Fig. 1: wire density map
The die is cut into 21 by 37 equal tiles; white is low, dark blue is high, scaled to the fullest tile. Values are wire area over tile area, all layers added.
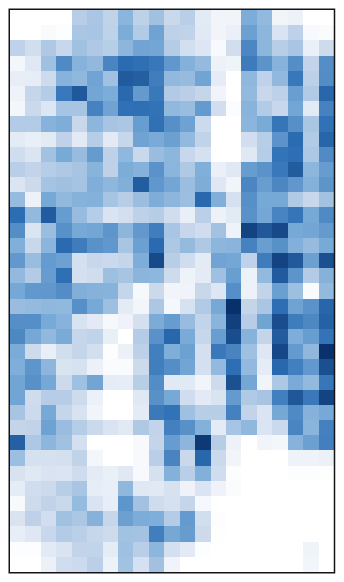
Fig. 2: selected gate families
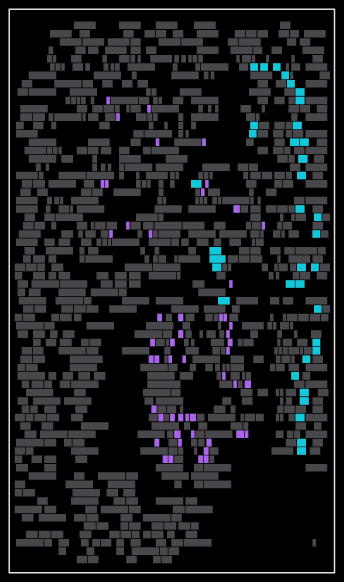
Fig. 3: clock nets
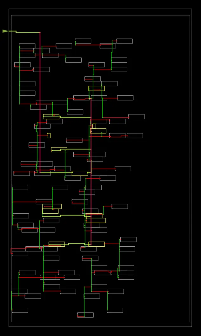
Fig. 4: pin placement
The bar under the picture is 20 um long. Pins as bars across the die edge, other pins in gray.
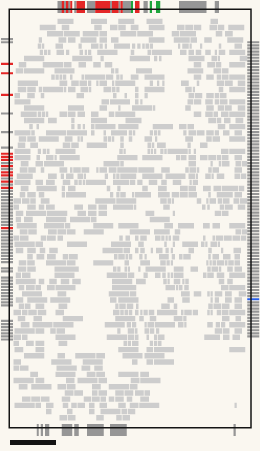
Fig. 5: close-up of the layout
The bar under the picture is 5 um long. Window x 43 to 63, y 118 to 138 um. Cells in gray, sequential cells in the stronger gray; small squares are vias.
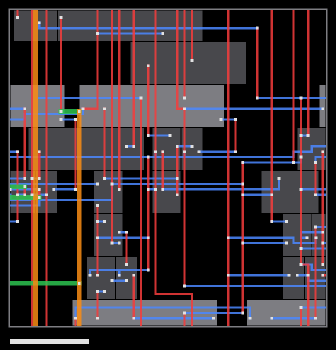
**src/rtl/mem_lsu_pkg.sv**
```systemverilog
// Shared definitions for the MEM-stage load/store unit: funct3 codes, FSM states,
// default timeout and the byte-lane helpers used on the request path.
package mem_lsu_pkg;

    localparam logic [2:0] LB  = 3'b000;
    localparam logic [2:0] LH  = 3'b001;
    localparam logic [2:0] LW  = 3'b010;
    localparam logic [2:0] LBU = 3'b100;
    localparam logic [2:0] LHU = 3'b101;
    localparam logic [2:0] SB  = 3'b000;
    localparam logic [2:0] SH  = 3'b001;
    localparam logic [2:0] SW  = 3'b010;

    localparam int unsigned TIMEOUT_DEFAULT = 255;

    typedef enum logic [1:0] {
        IDLE,
        REQ,
        WAIT
    } lsu_state_t;

    // funct3[1:0] encodes the access size for both loads and stores
    function automatic logic [3:0] lsu_be(input logic [2:0] f3, input logic [1:0] off);
        logic [3:0] be;
        case (f3[1:0])
            2'b00:   be = 4'b0001 << off;
            2'b01:   be = 4'b0011 << {off[1], 1'b0};
            default: be = 4'b1111;
        endcase
        return be;
    endfunction

    function automatic logic [31:0] lsu_wdata(input logic [2:0] f3, input logic [31:0] rs2);
        logic [31:0] wd;
        case (f3[1:0])
            2'b00:   wd = {4{rs2[7:0]}};
            2'b01:   wd = {2{rs2[15:0]}};
            default: wd = rs2;
        endcase
        return wd;
    endfunction

endpackage

```
**src/rtl/mem_lsu_load_ext.sv**
```systemverilog
// Combinational load-data alignment and sign/zero extension; kept standalone so the
// same block can sit in WB if the load path moves there.
module mem_lsu_load_ext
    import mem_lsu_pkg::*;
(
    input  logic [31:0] i_rdata,
    input  logic [1:0]  i_off,
    input  logic [2:0]  i_funct3,
    output logic [31:0] o_result
);

    logic [7:0]  w_byte;
    logic [15:0] w_half;

    always_comb begin
        case (i_off)
            2'd0:    w_byte = i_rdata[7:0];
            2'd1:    w_byte = i_rdata[15:8];
            2'd2:    w_byte = i_rdata[23:16];
            default: w_byte = i_rdata[31:24];
        endcase
        w_half = i_off[1] ? i_rdata[31:16] : i_rdata[15:0];

        case (i_funct3)
            LB:      o_result = {{24{w_byte[7]}}, w_byte};
            LBU:     o_result = {24'd0, w_byte};
            LH:      o_result = {{16{w_half[15]}}, w_half};
            LHU:     o_result = {16'd0, w_half};
            default: o_result = i_rdata;
        endcase
    end

endmodule

```
**src/rtl/mem_lsu.sv**
```systemverilog
// MEM-stage load/store unit: issues handshaked DRAM requests, stalls the pipe while
// an access is outstanding, and produces the MEM-stage writeback value.
module mem_lsu
    import mem_lsu_pkg::*;
#(
    parameter int unsigned TIMEOUT_CYCLES = TIMEOUT_DEFAULT
) (
    input  logic        clk,
    input  logic        rst_n,
    input  logic        instr_valid_mem_i,
    input  logic        mem_re_i,
    input  logic        mem_we_i,
    input  logic [2:0]  funct3_mem_i,
    input  logic [31:0] addr_mem_i,
    input  logic [31:0] rs2_mem_i,
    input  logic [31:0] wd_mem_i,
    output logic [31:0] wd_mem_o,
    output logic        lsu_stall_o,
    output logic        misalign_o,
    output logic        bus_err_o,
    output logic        dram_req_o,
    output logic        dram_we_o,
    output logic [31:0] dram_addr_o,
    output logic [3:0]  dram_be_o,
    output logic [31:0] dram_wdata_o,
    input  logic        dram_gnt_i,
    input  logic        dram_rvalid_i,
    input  logic [31:0] dram_rdata_i
);

    localparam logic [15:0] TMO_LAST = 16'(TIMEOUT_CYCLES - 1);

    lsu_state_t  r_state, w_next;
    logic [15:0] r_cnt;
    logic [1:0]  r_off;
    logic [2:0]  r_f3;
    logic        r_we;
    logic [3:0]  r_be;
    logic [31:0] r_wdata;
    logic [31:0] r_addr;

    logic        w_access, w_legal, w_mis, w_bad, w_go, w_tmo;
    logic [31:0] w_ext;

    // Gating with rst_n keeps the request outputs quiet while reset is held
    assign w_access = rst_n && instr_valid_mem_i && (mem_re_i || mem_we_i);
    assign w_legal  = mem_we_i ? (funct3_mem_i inside {SB, SH, SW})
                               : (funct3_mem_i inside {LB, LH, LW, LBU, LHU});
    assign w_mis    = (funct3_mem_i[1:0] == 2'b01 && addr_mem_i[0]) ||
                      (funct3_mem_i[1:0] == 2'b10 && addr_mem_i[1:0] != 2'b00);
    assign w_bad    = w_access && (!w_legal || w_mis);
    assign w_go     = w_access && !w_bad;
    assign w_tmo    = (r_cnt == TMO_LAST);

    mem_lsu_load_ext u_load_ext (
        .i_rdata  (dram_rdata_i),
        .i_off    (r_off),
        .i_funct3 (r_f3),
        .o_result (w_ext)
    );

    always_ff @(posedge clk or negedge rst_n) begin
        if (!rst_n) begin
            r_state <= IDLE;
            r_cnt   <= '0;
            r_off   <= '0;
            r_f3    <= '0;
            r_we    <= 1'b0;
            r_be    <= '0;
            r_wdata <= '0;
            r_addr  <= '0;
        end else begin
            r_state <= w_next;
            if (w_next != IDLE && w_next != r_state)
                r_cnt <= '0;
            else if (r_state != IDLE)
                r_cnt <= r_cnt + 16'd1;
            if (r_state == IDLE && w_go) begin
                r_off   <= addr_mem_i[1:0];
                r_f3    <= funct3_mem_i;
                r_we    <= mem_we_i;
                r_be    <= lsu_be(funct3_mem_i, addr_mem_i[1:0]);
                r_wdata <= lsu_wdata(funct3_mem_i, rs2_mem_i);
                r_addr  <= {addr_mem_i[31:2], 2'b00};
            end
        end
    end

    always_comb begin
        w_next       = r_state;
        dram_req_o   = 1'b0;
        dram_we_o    = r_we;
        dram_addr_o  = r_addr;
        dram_be_o    = r_be;
        dram_wdata_o = r_wdata;
        lsu_stall_o  = 1'b0;
        misalign_o   = 1'b0;
        bus_err_o    = 1'b0;
        wd_mem_o     = wd_mem_i;

        case (r_state)
            IDLE: begin
                if (w_bad) begin
                    misalign_o = 1'b1;
                end else if (w_go) begin
                    dram_req_o   = 1'b1;
                    dram_we_o    = mem_we_i;
                    dram_addr_o  = {addr_mem_i[31:2], 2'b00};
                    dram_be_o    = lsu_be(funct3_mem_i, addr_mem_i[1:0]);
                    dram_wdata_o = lsu_wdata(funct3_mem_i, rs2_mem_i);
                    if (!dram_gnt_i) begin
                        w_next      = REQ;
                        lsu_stall_o = 1'b1;
                    end else if (!mem_we_i) begin
                        w_next      = WAIT;
                        lsu_stall_o = 1'b1;
                    end
                end
            end
            REQ: begin
                dram_req_o = 1'b1;
                if (dram_gnt_i) begin
                    w_next      = r_we ? IDLE : WAIT;
                    lsu_stall_o = !r_we;
                end else if (w_tmo) begin
                    dram_req_o = 1'b0;
                    bus_err_o  = 1'b1;
                    wd_mem_o   = '0;
                    w_next     = IDLE;
                end else begin
                    lsu_stall_o = 1'b1;
                end
            end
            WAIT: begin
                if (dram_rvalid_i) begin
                    wd_mem_o = w_ext;
                    w_next   = IDLE;
                end else if (w_tmo) begin
                    bus_err_o = 1'b1;
                    wd_mem_o  = '0;
                    w_next    = IDLE;
                end else begin
                    lsu_stall_o = 1'b1;
                end
            end
            default: w_next = IDLE;
        endcase
    end

endmodule

```
**config.mk**
```make
export PLATFORM = sky130hd
export DESIGN_NAME = mem_lsu
export DESIGN_NICKNAME = d
export VERILOG_FILES = /design/src/rtl/mem_lsu_pkg.sv /design/src/rtl/mem_lsu_load_ext.sv /design/src/rtl/mem_lsu.sv
export SDC_FILE = /design/constraint.sdc
export NUM_CORES = 1
export LEC_CHECK = 0
export CAP_MARGIN = 10
export CORE_ASPECT_RATIO = 1.75
export CORE_MARGIN = 1
export CORE_UTILIZATION = 30
export CTS_CLUSTER_DIAMETER = 120
export CTS_CLUSTER_SIZE = 10
export DETAILED_ROUTE_END_ITERATION = 8
export PLACE_DENSITY_LB_ADDON = 0.1
export SLEW_MARGIN = 15
export SYNTH_ARGS = -nofsm -noshare
export SYNTH_HDL_FRONTEND = slang
export SYNTH_SLANG_ARGS = --single-unit
```
**constraint.sdc**
```tcl
create_clock -name clk -period 3.4 [get_ports clk]
set_input_delay 0.51 -clock clk [delete_from_list [all_inputs] [get_ports clk]]
set_output_delay 0.51 -clock clk [all_outputs]
set_load 0.05 [all_outputs]
```
==> run summary <==
Results of the full flow below.

Logic synthesis:
- The commonest cells after synthesis are dfrtp_1 (90), mux2_2 (82), o21ai_0 (69).
- The run gives the Yosys warning count as 0.
- The run puts the count of flip-flops with a built-in enable after synthesis at 0.
- Per the synthesis report, the adder-cell share of the synthesized area is 1.33%.
- The run gives the post-synthesis compound-gate area fraction as 17.0%.
- The run gives the cell count listed in synth_stat.txt as 582.
- The run puts the total of flip-flops plus latches after synthesis at 90.
- The synthesis stats list as the most numerous cell dfrtp_1.
- The run gives the number of instances in the synthesized netlist as 582.
- In the synthesized netlist, the dominant kind of combinational cell is multiplexers.
- Sorting the synthesized cells by area gives the leading types as dfrtp_1 (40%), mux2_2 (16%), mux2i_1 (6.2%).
- The run puts the share of synthesized area occupied by flip-flops and latches at 40.0%.

Clock tree:
- The run gives the number of sinks on the clock net as 90.
- On the worst setup and hold paths after CTS, the clock-pin slew comes to 0.06 ns.
- The run gives the root buffer cell as clkbuf_16.
- The run puts the total of cells resized after clock tree synthesis at 0.
- The run gives the number of buffers added by the clock tree synthesis step as 9.
- The run gives the buffers inserted during post-CTS setup optimization as 0.
- The run gives the clock tree from TritonCTS as yes.
- The run puts the number of H-tree levels at 3.

Worst setup path:
- The run gives the required time of the worst setup path as 2.89 ns.
- The run gives the startpoint of the most critical register-to-register path as r_cnt[12].
- The run gives the capturing point of the worst reg2reg path as r_cnt[3].
- Measured in cells, the most critical reg-to-reg path has a length of 6.
- The worst setup path is captured at an output pin.
- According to the timing report, the critical path is launched from r_cnt[12].
- The run gives the highest fanout seen on the critical path as 32.
- For the worst setup path, the data arrival time is 2.78 ns.
- The run gives the capture point of the critical path as wd_mem_o[20].

Timing:
- The run puts the maximum achievable frequency at 0.304 GHz.
- The run puts the post-route worst hold slack at 0.473 ns.
- The run puts the worst setup margin at 0.113 ns.
- Dividing the final minimum period by the clock period gives 96.7%.
- The run gives the worst max-slew margin expressed relative to the limit as 36.7%.
- After routing, the total negative slack on setup checks comes to 0 ns.
- The run puts the slew at the pin closest to its max-slew limit at 0.947 ns.
- Pins over their slew limit in the final report were tallied at 0.
- The run puts the shortest clock period the worst path allows after layout at 3.29 ns.

Floorplan:
- The run gives the count of pins on the block boundary as 243.
- The core region is 18200 um^2.
- The run puts the starting density of the core at 30.9%.
- The run puts the floorplan row count at 65.
- The design received a total of 234 well taps at floorplan.

Status:
- The run finished with clean final reports.

Pwr:
- The run gives the power share of the clock group as 11.9%.
- The run puts the power per cell area at 950 nW/um^2.
- In this run, the combinational gates consume 67.9% of the power.
- Looking at the group totals, the largest power group turns out to be combinational logic.
- The run gives the clock network power as 0.00103 W.
- The run puts the static leakage power at 3.98 nW.

Final layout:
- The run gives the share of post-route cells with drive strength above 1 as 27.7%.
- The run gives the relative area of non-clock buffer cells in the final design as 33.3%.
- The run puts the flip-flop count of the largest register after layout at 32.
- For this run, the script counts the antenna cells in the layout as 0.
- The run gives the buffer count excluding the clock tree in the final layout as 261.
- Across the whole layout, storage elements make up 24.8% of the cell area.
- The run gives the sequential cell area as 2250 um^2.
- The run gives the biggest cell category by area in the final layout as multi-input combinational cells.
- The run puts the layout overhead on the synthesized area at 61.3%.
- The run puts the area occupied by multi-input gates at 3150 um^2.
- The final layout contains a sequential cell count of 90.
- The run puts the final cell utilization of the core at 49.8%.

Global routing:
- The run puts the maximum number of pins on one net before global-route repair at 84.
- The run gives the met2 track demand over resource as 35.3%.
- The run puts the via count of the first global-routing pass at 5585.
- The run puts the met3 layer usage reported by global route at 4.37%.
- The run puts the overflow left after global routing at 0.
- The run gives the routing layer with the top usage in global route as met2.
- The first global-routing pass estimated 28200 um of wire.

Drt:
- The run gives the uppermost signal routing layer after detailed routing as met4.
- The run puts the detailed-route DRC error count at 0.
- The run gives the detailed-route vias per instance as 5.03.
- The run puts the post-route met1 wirelength at 6560 um.
- The count of nets left with antenna violations once routing finished came out at 0.
- The run gives the first-pass detailed-route iteration total as 6.

Placement:
- The run puts the last weighted congestion value of the routability-driven placer at 0.788.
- The detailed placer reported the number of placed instances as 1036.
- The run puts the post-detailed-placement half-perimeter wirelength at 14000 um.
- Once placement finished, the instance area stood at 8760 um^2.

Flow run:
- The run gives the number of OpenROAD warnings as 31.
- The run puts the reported max-cap violation count at 0.
-- Fig. 1 (at the start) --
emptiest ninth of the die = lower right
tiles over half the peak = 27%
mean over tiles = 0.15
vias after detailed routing: 5281
WL/cell: 16.9 um
total global routing track utilization: 18.6%
DRT Wirelength: 17800 um

-- Fig. 2 (at the start) --
purple -> NOR gates  # cells 51, most used nor2_1
cyan -> AND-OR and OR-AND gates  # cells 36, most used a22o_1
non-filler instance count after layout: 1050
logic share of the area: 34.7%
leading cell type in the layout, fill and taps excluded: clkdlybuf4s50_1

-- Fig. 3 (at the start) --
Clk Latency, worst-skew pair: 0.34 ns
number of clock buffers in the layout: 9

-- Fig. 4 (at the start) --
red -> rs2_mem_i  # pins 32, direction input, edge 20 top, 12 left
green -> dram_be_o  # pins 4, direction output, edge top
blue -> mem_we_i  # pins 1, direction input, edge right
all pins by edge = 96 right, 63 left, 56 top, 28 bottom
die width: 106 um
Die Y-Extent: 183 um
quantity of I/O buffers inserted on ports: 240

-- Fig. 5 (at the start) --
green -> metal 3
blue -> metal 1
orange -> metal 4
red -> metal 2
cells with their middle in the window = 22
most frequent = nand2_1 (4), o21ai_0 (4)
sequential cells in the window = 3

## worst max-delay path, cell delays in order (launching register included)
cell,delay (ns)
dfrtp_1,0.42
or4_1,0.57
or4_1,0.54
a21oi_1,0.19
o21ai_2,0.07
buf_6,0.18
a22o_1,0.29
buf_12,0.16
## worst min-delay path by stage
stage / cells after the start / endpoint / slack (ns) / startpoint
4_1_cts: 2 / r_wdata[28] / 0.48 / r_wdata[28]
5_1_grt: 2 / r_wdata[12] / 0.51 / r_wdata[12]
2_1_floorplan: 0 / r_addr[10] / 0.21 / rst_n
6_report: 2 / r_wdata[24] / 0.47 / r_wdata[24]
3_3_place_gp: 1 / r_off[1] / 0.35 / rst_n
3_5_place_dp: 1 / r_off[1] / 0.35 / rst_n
Power figures rest on the tool's default switching activity, not on a simulated workload.
